**Run 1: met3 routing**

Drawn at 2 px/um.
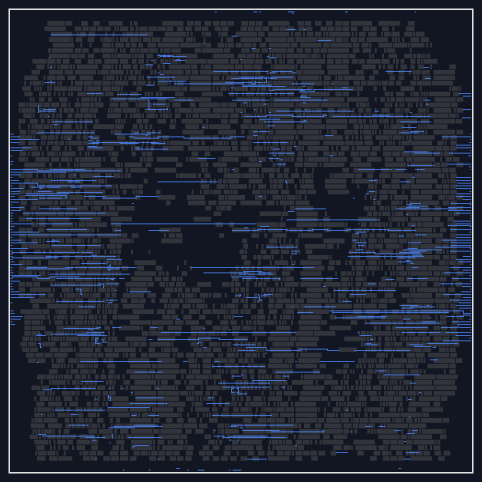
**Run 1: met2 routing**

Drawn at 2 px/um.
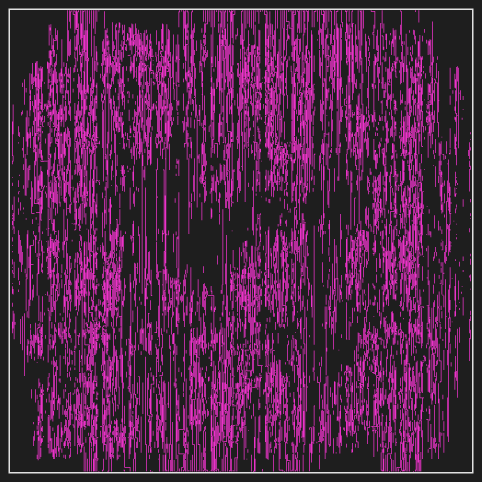
**Run 1: metal 4**

Drawn at 1.5 px/um. Supply wires on this layer in grey.
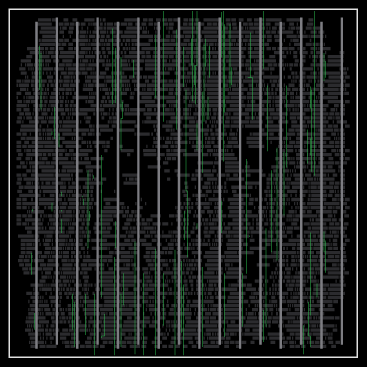
Design act_row_scheduler, sky130hd; sources not shown.
==> notes.md, run 1 <==
Synthesis and place-and-route results.

- The run reported a max-capacitance violation count of 0.
- The initial core utilization is 0.609.
- The number of instances in the synthesized netlist is 2950.
- The worst hold margin is 452 ps.
- The kind of critical path is in2out.
- Measured on the final layout, buffering overhead outside the clock network stands at 0.0997.
- The tree is rooted in a sky130_fd_sc_hd__clkbuf_16.
- According to the finish report, the design has a final net count of 4038.
- The via count of the first global-routing pass was 23500.
- Counting endpoints that fail hold in the final report gives 0.
- Yosys reports a chip area of 29900 um^2.
- The area taken by multi-input combinational cells is reported as 17100 um^2.
- Yosys mapped a number of flops with a built-in enable equal to 332.
- The STA report counts the stages on the worst setup path as 10.
- The capturing element type of the critical path is an output pin.
- The slowest stage of the critical path is the sky130_fd_sc_hd__clkdlybuf4s50_1 cell.
- Based on the critical path, the design can be clocked at up to 113 MHz.
- Synthesis instantiated 70 different standard cells from the library.
- The actual transition at the worst max-transition pin is 842 ps.
- The number of cells on the worst reg-to-reg path is 14.
- For this run, the detailed router's first-pass iteration total came to 7.
- The synthesized netlist occupies a cell area of 29900 um^2.
- The multi-input gate count is 1969.
- The register with the most flip-flops in the layout has 320 of them.
- The number of gates resized after CTS is 0.
- The share of final-layout standard cells stronger than drive strength 1 is 0.0300.
- The core region is 49100 um^2.
- The flow ran to the end, and the final reports show no timing, DRC or antenna violations.
- The static leakage is 0.0166 uW.
- The CTS tree is done.
- The data arrival time of the critical path is 5930 ps.
- Per the skew report, the later register of the worst-skew pair sees a clock latency of 550 ps.
- The synth_stat.txt file lists the number of cells as 2950.
- Note, the detailed placer reported a final HPWL of 57.1 mm.
- The number of instances in the placed design is 3893.
- The areal power density over the cells is 204 nW/um^2.
- The count of inserted tapcells is 664.
- The tree built by TritonCTS fans out to 349 sinks.
- The number of remaining DRC errors is 0.
- The average cell area after synthesis is 10.1 um^2.
- The net switching power is 2860 uW.
- The number of antenna violations at the first check in global routing is 11.
- The most critical min-delay path falls under reg2reg.
- The max-slew check reports its worst relative slack as 0.439.
- The first global-routing pass estimated 119 mm of wire.
- The count of pins on the block boundary is 338.
- The count of filler cells inserted in the layout is 3551.
- The count of warnings emitted by yosys is 0.
- The antenna cell count is 6.
- The floorplan has 81 rows.
- In the global route stage, overall resource usage came out at 0.278.
- The maximum number of pins on one net before global-route repair is 93.
- The iteration-0 DRC count of the detailed router is 1592.
- The share of synthesized registers carrying an async set or reset is 0.0487.
- The width of the die is 231 um.
- The timing report notes that buffer and inverter cells on the critical path total 3.
- Per the post-route antenna check, the number of violating nets is 0.
- According to the floorplan report, the die height is 231 um.
- The final cycle utilization of the critical path is 0.752.
- The internal power is 4310 uW.
- The worst-case IR drop observed on VDD is 0.133 mV.
- The routability-driven placement congestion ratio is 0.949.
-- 'met3 routing' (at the start) --
wire length on this layer: 5100 um
main direction: horizontal
via count: 22600
routing usage on met3: 0.0513
total wire length after detailed routing: 74.6 mm

-- 'met2 routing' (at the start) --
wire length on this layer: 36.4 mm
nets with wire on the layer: 3459
longest straight run: 70.0 um
share of all routed wire: 49%
global-route met2 utilization: 0.484

-- 'metal 4' (at the start) --
longest straight run: 110 um
main direction: vertical

[run 1: cells in the mapped netlist (21+ instances only)]
cell type	n
sky130_fd_sc_hd__inv_1	556
sky130_fd_sc_hd__nand3_1	21
sky130_fd_sc_hd__clkbuf_1	67
sky130_fd_sc_hd__edfxtp_1	332
sky130_fd_sc_hd__nor2_1	231
sky130_fd_sc_hd__nand2_1	216
sky130_fd_sc_hd__xor2_1	61
sky130_fd_sc_hd__a21oi_1	109
sky130_fd_sc_hd__a21o_1	42
sky130_fd_sc_hd__nand4_1	23
sky130_fd_sc_hd__o21ai_0	159
sky130_fd_sc_hd__nor3_1	24
sky130_fd_sc_hd__mux2i_1	172
sky130_fd_sc_hd__xnor2_1	57
sky130_fd_sc_hd__ha_1	458
sky130_fd_sc_hd__fa_1	144
[run 1: through the flow]
step	util	worst slack (ps)
after floorplan	-	3870
after global placement	0.692	2920
after detailed placement	0.692	2920
after CTS	0.717	2880
after global routing	0.718	2710
final	0.718	2920
[run 1: layer usage]
| metal | GRT usage | vias up | wire length (um) |
|---|---|---|---|
| met1 | 0.342 | 10800 | 29800 |
| met3 | 0.0513 | 194 | 5100 |
| li1 | - | 10700 | - |
| met5 | 0 | - | 82 |
| met4 | 0.110 | 12 | 3130 |
| met2 | 0.484 | 843 | 36400 |
[run 1: cell usage in the layout (no fill, tap or decap), types with 24 or more instances in the layout]
master | netlist | routed
sky130_fd_sc_hd__a21o_1 | 42 | 42
sky130_fd_sc_hd__clkbuf_16 | 0 | 39
sky130_fd_sc_hd__nor2_1 | 231 | 229
sky130_fd_sc_hd__inv_1 | 556 | 556
sky130_fd_sc_hd__mux2i_1 | 172 | 172
sky130_fd_sc_hd__a21oi_1 | 109 | 109
sky130_fd_sc_hd__ha_1 | 458 | 458
sky130_fd_sc_hd__nand2_1 | 216 | 214
sky130_fd_sc_hd__clkdlybuf4s50_1 | 0 | 336
sky130_fd_sc_hd__xnor2_1 | 57 | 57
sky130_fd_sc_hd__edfxtp_1 | 332 | 332
sky130_fd_sc_hd__xor2_1 | 61 | 61
sky130_fd_sc_hd__nor3_1 | 24 | 24
sky130_fd_sc_hd__fa_1 | 144 | 144
sky130_fd_sc_hd__o21ai_0 | 159 | 158
[run 1: power groups by stage]
| stage | logic (uW) | clock network, uW | registers [uW] |
|---|---|---|---|
| after floorplan | 2320 | 0 | 1970 |
| after global placement | 3880 | 0 | 1960 |
| after detailed placement | 4000 | 0 | 1980 |
| after CTS | 4030 | 1220 | 1950 |
| after global routing | 4420 | 1270 | 1980 |
| final | 4020 | 1200 | 1950 |
[run 1: logic make-up (layout without fill, tap and decap cells)]
kind of cell             Yosys count  after routing  share of synthesized area
other                              0              6                          0
AND-OR/OR-AND                    465            465                      0.100
flip-flops                       349            349                      0.348
buffers and inverters            632            978                     0.0796
multiplexers                     172            172                     0.0577
AND/OR/NAND/NOR                  612            612                     0.0909
adder cells (fa/ha/maj)          602            602                      0.289
XOR/XNOR                         118            118                     0.0346
**Run 1: routing congestion map**

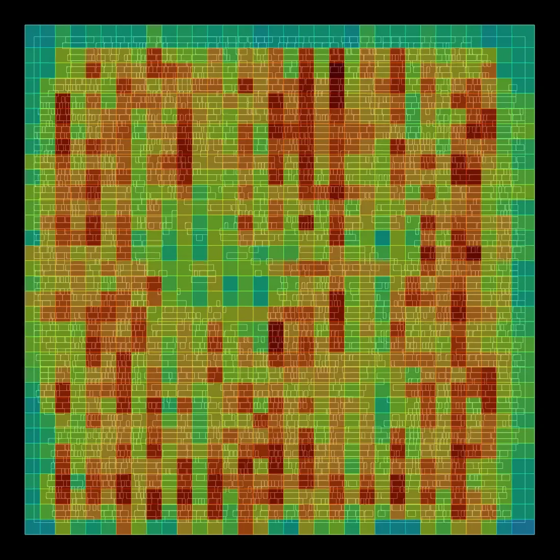

==> run 2: changes to the inputs <==
CORE_UTILIZATION = 53   (was 60)
PLACE_DENSITY = 0.79   (was 0.84)
clock period = 7.85 ns   (was 11.8 ns; I/O delays follow)
**Run 2: routing congestion map**

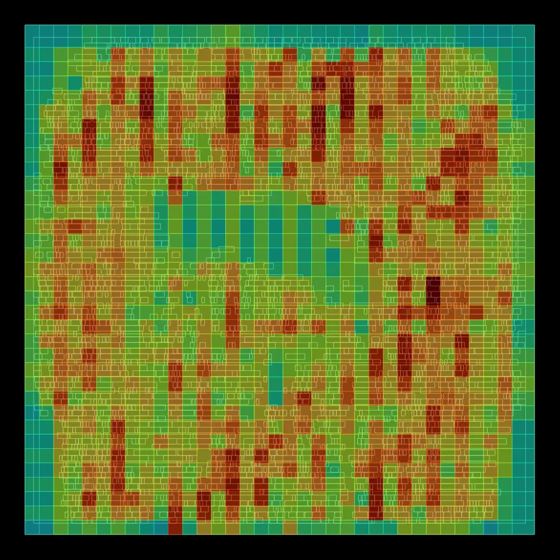
routing usage on met3: 0.0520
GRT busiest layer: met2
final core utilization: 0.637

==> notes.md, run 2 <==
Synthesis and place-and-route results.

- The kind of critical path is in2out.
- The maximum number of pins on one net before global-route repair was 98 (+5.4%).
- The clock insertion delay at the later pin of the skew report is 570 ps (+20 ps).
- The number of remaining DRC errors is 0 (unchanged).
- The worst supply voltage drop on vdd was 0.211 mV (+58%).
- The top achievable clock speed is 144 MHz.
- The library cells used most frequently in the layout, excluding fill and tap cells, are 556 x sky130_fd_sc_hd__inv_1, 458 x sky130_fd_sc_hd__ha_1, 336 x sky130_fd_sc_hd__clkdlybuf4s50_1, 332 x sky130_fd_sc_hd__edfxtp_1, 229 x sky130_fd_sc_hd__nor2_1.
- The post-synthesis cell area is 29900 um^2 (unchanged).
- The most common library cell in the layout ignoring fill and taps is sky130_fd_sc_hd__inv_1.
- The worst min-delay path class is reg2reg.
- The share of synthesized registers carrying an async set or reset is 0.0487 (unchanged).
- The number of antenna violations at the first check in global routing is 15 (+4).
- The via count of the first global-routing pass is 23400 (-0.57%).
- The iteration-0 DRC count of the detailed router is 1410 (-11%).
- The number of standard cells reported by yosys is 2950 (unchanged).
- The number of synthesized register bits is 349.
- The standard cell with the maximum stage delay on the critical path is sky130_fd_sc_hd__clkdlybuf4s50_1.
- The number of instances in the synthesized netlist is 2950 (unchanged).
- The number of gates resized after CTS is 0 (unchanged).
- The areal power density over the cells was 305 nW/um^2 (+50%).
- The run finished with clean final reports.
- The placement row count came to 86 (+6.2%).
- The vertical die dimension is 245 um (+6.2%).
- Data on the critical path is required at its endpoint by 5890 ps.
- The actual transition at the worst max-transition pin is 807 ps (-34.5 ps).
- The final net count is 4038 (unchanged).
- The data arrival time of the critical path is 4980 ps (-950 ps).
- The aggregate global routing overflow is 0.
- The area of the core region is 55400 um^2 (+13%).
- The worst-case reg-to-reg path depth came to 14 (unchanged).
- The count of final hold-check violations is 0 (unchanged).
- The width of the die is 245 um (+6.2%).
- The flip-flop count of the largest register, all copies and words added is 320 (unchanged).
- The number of detailed-routing iterations run before antenna repair came to 6 (-1).
- The detailed-route wire length came to 75.1 mm (+0.75%).
- The average cell area after synthesis was 10.1 um^2 (unchanged).
- The number of routed nets with antenna violations was 0 (unchanged).
- The share of final-layout standard cells stronger than drive strength 1 came to 0.0306 (+0.000570).
- For reference, the top cells by count after synthesis are 556 x sky130_fd_sc_hd__inv_1, 458 x sky130_fd_sc_hd__ha_1, 332 x sky130_fd_sc_hd__edfxtp_1.
- The initial core utilization is 0.539 (-0.0699).
- The CTS tree is done.
- The final cycle utilization of the critical path is 0.884.
- The unique cell type count in the Yosys netlist is 70 (unchanged).
- The detailed placer's ending HPWL is 58.0 mm (+1.5%).
- The area of the synthesized netlist per yosys stat is 29900 um^2 (unchanged).
- The via count is 22600 (-0.29%).
- The count of pins on the block boundary is 338 (unchanged).
- The prevailing post-synth register cell is sky130_fd_sc_hd__edfxtp_1.
- The wire length of the first global-routing pass is 120 mm (+0.86%).
- The capturing element type of the critical path is an output pin.
- Clock tree synthesis selected as its root buffer the cell sky130_fd_sc_hd__clkbuf_16.
- The worst-case headroom to the max-slew limit is 0.462 (+0.0230).
- The count of max-cap constraint violations is 0 (unchanged).
- The number of enable-type register cells in the synthesized netlist is 332 (unchanged).
- The static leakage came to 0.0166 uW (about the same).
- The total global routing track utilization is 0.248 (-0.0293).
- The count of warnings emitted by yosys is 0 (unchanged).
- The clock net sink count is 349 (unchanged).
- The routability-driven placement congestion ratio came to 0.938 (-1.2%).
- Among all cell types in the netlist, the one instantiated most often is sky130_fd_sc_hd__inv_1.
[run 2: cell counts after synthesis]
Identical to the previous run, type by type.
[run 2: layer usage]
| metal | up-vias | global-route usage | part of all wire |
|---|---|---|---|
| met5 | - | 0 | 0.0024 |
| met1 | 10900 | 0.310 | 0.41 |
| met3 | 200 | 0.0520 | 0.067 |
| li1 | 10700 | - | - |
| met4 | 26 | 0.0944 | 0.040 |
| met2 | 688 | 0.425 | 0.48 |
[run 2: stage by stage]
| stage | util | hold WS (ps) | worst slack, ps | instance area, um^2 | cells |
|---|---|---|---|---|---|
| CTS | 0.637 | 446 | 897 | 35300 | 4048 |
| detailed placement | 0.615 | 431 | 901 | 34100 | 3977 |
| global route | 0.637 | 468 | 749 | 35300 | 4048 |
| floorplan | - | 421 | 2170 | 29900 | 2950 |
| global placement | 0.614 | 423 | 928 | 34000 | 3976 |
| finish | 0.637 | 448 | 912 | 35300 | 4051 |
[run 2: critical path: cells and delay by family]
kind,cells,cell delay (ps)
XOR/XNOR,1,130
adder cells (fa/ha/maj),2,630
buffers and inverters,3,1330
AND/OR/NAND/NOR,4,920
[run 2: where the power goes]
group / internal, uW / switching, uW
clock network: 1020 / 760
registers: 2750 / 185
logic: 2680 / 3370
total: 6450 / 4320
[run 2: area by class of cell]
type / instances / area [um^2]
Fill cell: 4409 / 20100
Multi-Input combinational cell: 1969 / 17100
Sequential cell: 349 / 10400
Timing Repair Buffer: 354 / 3530
Inverter: 557 / 2090
Clock buffer: 49 / 1040
Tap cell: 748 / 936
Clock inverter: 22 / 199
Antenna cell: 3 / 7.51
[run 2: kinds of logic (layout without fill, tap and decap cells)]
group / Yosys count / in the layout / synth area share
AOI/OAI and AO/OA: 465 / 465 / 0.100
xor gates and xnor gates: 118 / 118 / 0.0346
adders and majority gates: 602 / 602 / 0.289
buffers and inverters: 632 / 982 / 0.0796
DFF: 349 / 349 / 0.348
muxes: 172 / 172 / 0.0577
other: 0 / 3 / 0
and+or+nand+nor: 612 / 612 / 0.0909
Power is estimated from default activity; no workload was simulated.
